Fig. 1: run 1, zoomed window
The bar under the picture is 5 µm long. Region (40, 60) to (60, 80) µm. Cells in gray, sequential cells in the stronger gray; small squares are vias.
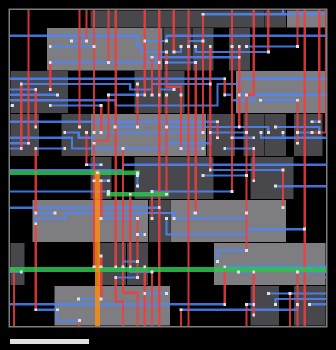
Fig. 2: run 1, gate families picked out
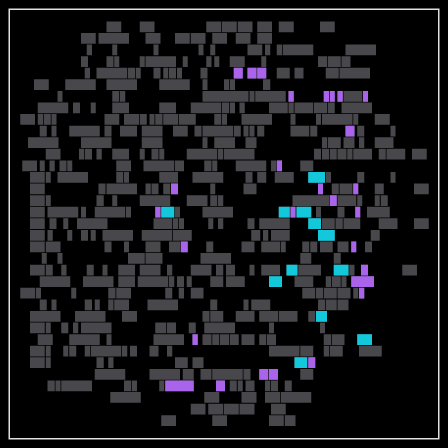
Fig. 3: run 1, clock routing
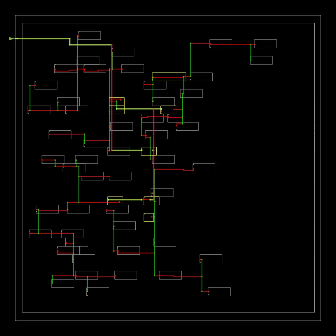
Fig. 4: run 1, wiring heat map
20 x 20 tiles, from white (low) to dark blue (high), scaled to the fullest tile. Values are wire area over tile area, all layers added.
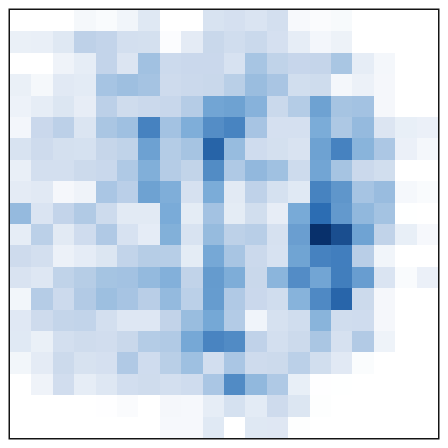
Design accum_seq, sky130hd; sources not shown.
==> results.cfg, run 1 <==
; implementation run metrics
[clocking]
clkTransAtPathRegs_ns = 0.10
cts_root_buffer = clkbuf_8
h-tree-depth = 2
tritoncts = built

[grt]
gr-max-usage-layer = met2
grt_pass1_vias = 2739
globalRouteMet3Util_pct = 2.15

[critical_path]
worst_r2r_path_depth = 15
critPathLaunchType = register

[power_and_ir_drop]
p_seq_share_pct = 37.6
p_sw_share_pct = 34.9
vdd_drop_max_uv = 96.6
power_leakage_nw = 1.49

[routing]
vias_per_cell = 5.18
wire_per_inst_um = 15.6
dr.pass1.iters = 4

[synth]
flop_cell = dfxtp_1
yosysUniqueCellTypes = 58
async_flop_share_pct = 0
postSynthSeqShare_pct = 31.3

[final_timing]
report.final.slew_viol_count = 0
slew_headroom_pct = 51.5
whs_ns = 0.456

[final_layout]
fin_nets = 503

[worst_hold_path]
holdPathStages = 2

[outcome]
outcome = finished, final reports clean
-- Fig. 1 (at the start) --
legend:
  red:
    layer: M2
  green:
    layer: M3
  blue:
    layer: M1
  orange:
    layer: M4
sequential cells in the window: 7
cells with their middle in the window: 27
most frequent: nand2_1 (8), dfxtp_1 (7), a21oi_1 (6)

-- Fig. 2 (at the start) --
legend:
  cyan:
    family: non-inverting ao/oa cells
    cells: 12
  purple:
    family: nor cells
    cells: 28
Comb/total area: 50.4%
Finished Layout Cells: 553
Top cell excl fill/tap: nand2_1

-- Fig. 3 (at the start) --
Power Clock: 0.190 mW
Clock Latency Late Sink: 0.30 ns
# clk buffers: 6
CTS Buf Count: 5

-- Fig. 4 (at the start) --
mean over tiles: 0.13
fullest tile: 0.59
nearly empty tiles: 18%
All-Layer GR Usage: 17.5%
Routed WL: 8610 µm

==> run 2, diff against run 1 <==
==> constraint.sdc (replaced) <==
create_clock -name clk -period 4.06 [get_ports clk]
set_input_delay 0.609 -clock clk [delete_from_list [all_inputs] [get_ports clk]]
set_output_delay 0.609 -clock clk [all_outputs]
set_load 0.01 [all_outputs]
Fig. 5: run 2, gate families picked out
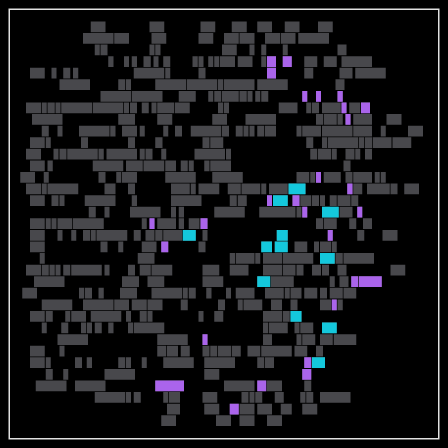
legend:
  purple:
    family: nor cells
    cells: 28
  cyan:
    family: non-inverting ao/oa cells
    cells: 12
Finished Layout Cells: 554
Comb/total area: 50.6%

Fig. 6: run 2, clock routing
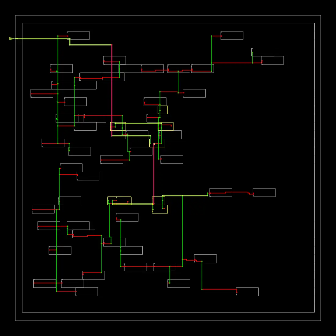
# clk buffers: 5
Clock Latency Late Sink: 0.31 ns
Setup Skew: 0.00486 ns

==> run 2 against run 1 <==
- wire length rose by 3.1%
- non-clock buffer count rose by 1
- clock skew fell by 0.0014 ns
==> results.cfg, run 2 <==
; implementation run metrics
[outcome]
outcome = finished, final reports clean

[synth]
postSynthSeqShare_pct = 31.3
synth.avg_cell_area_um2 = 8.05
synthAoiAreaFrac_pct = 23.1
async_flop_share_pct = 0
yosysUniqueCellTypes = 58
flop_cell = dfxtp_1

[final_layout]
comb_cells = 304
design_area_um2 = 3840
final_common_cell = nand2_1
diodes = 0
fin_nets = 504

[power_and_ir_drop]
p_sw_share_pct = 37.6
p_clk_share_pct = 21.1
p_seq_share_pct = 38.7
p_clk_mw = 0.323
power_leakage_nw = 1.48
seq_power_mw = 0.591
vdd_drop_max_uv = 183

[routing]
vias_per_cell = 5.27
wire_per_inst_um = 16.0
wl_met2_um = 4020
drt-total-wl_um = 8880
num_vias = 2917
dr.pass1.iters = 4
drc = 0

[clocking]
clkTransAtPathRegs_ns = 0.11
tritoncts = built
cts_buffers = 5
h-tree-depth = 2
cts_root_buffer = clkbuf_8

[final_timing]
period_used_pct = 92.4
whs_ns = 0.462
slew_headroom_pct = 46.1
report.final.slew_viol_count = 0

[critical_path]
worst_r2r_path_depth = 17
crit_chain = inv_1 -> ha_1 -> buf_4 -> mux2_2 -> mux2i_1 -> o21ai_0 -> inv_1 -> ha_1 -> a21o_1 -> a21o_1 -> a221oi_2 -> xor2_1 -> nor3_1 -> a31o_1 -> nor2b_1 -> o21ai_0 -> a21oi_1
critPathLaunchType = register

[grt]
grt_pass1_vias = 2713
globalRouteMet3Util_pct = 2.22
gr-max-usage-layer = met2
grt_use_total_pct = 17.4

[die]
die_h_um = 101
Power is estimated from default activity; no workload was simulated.
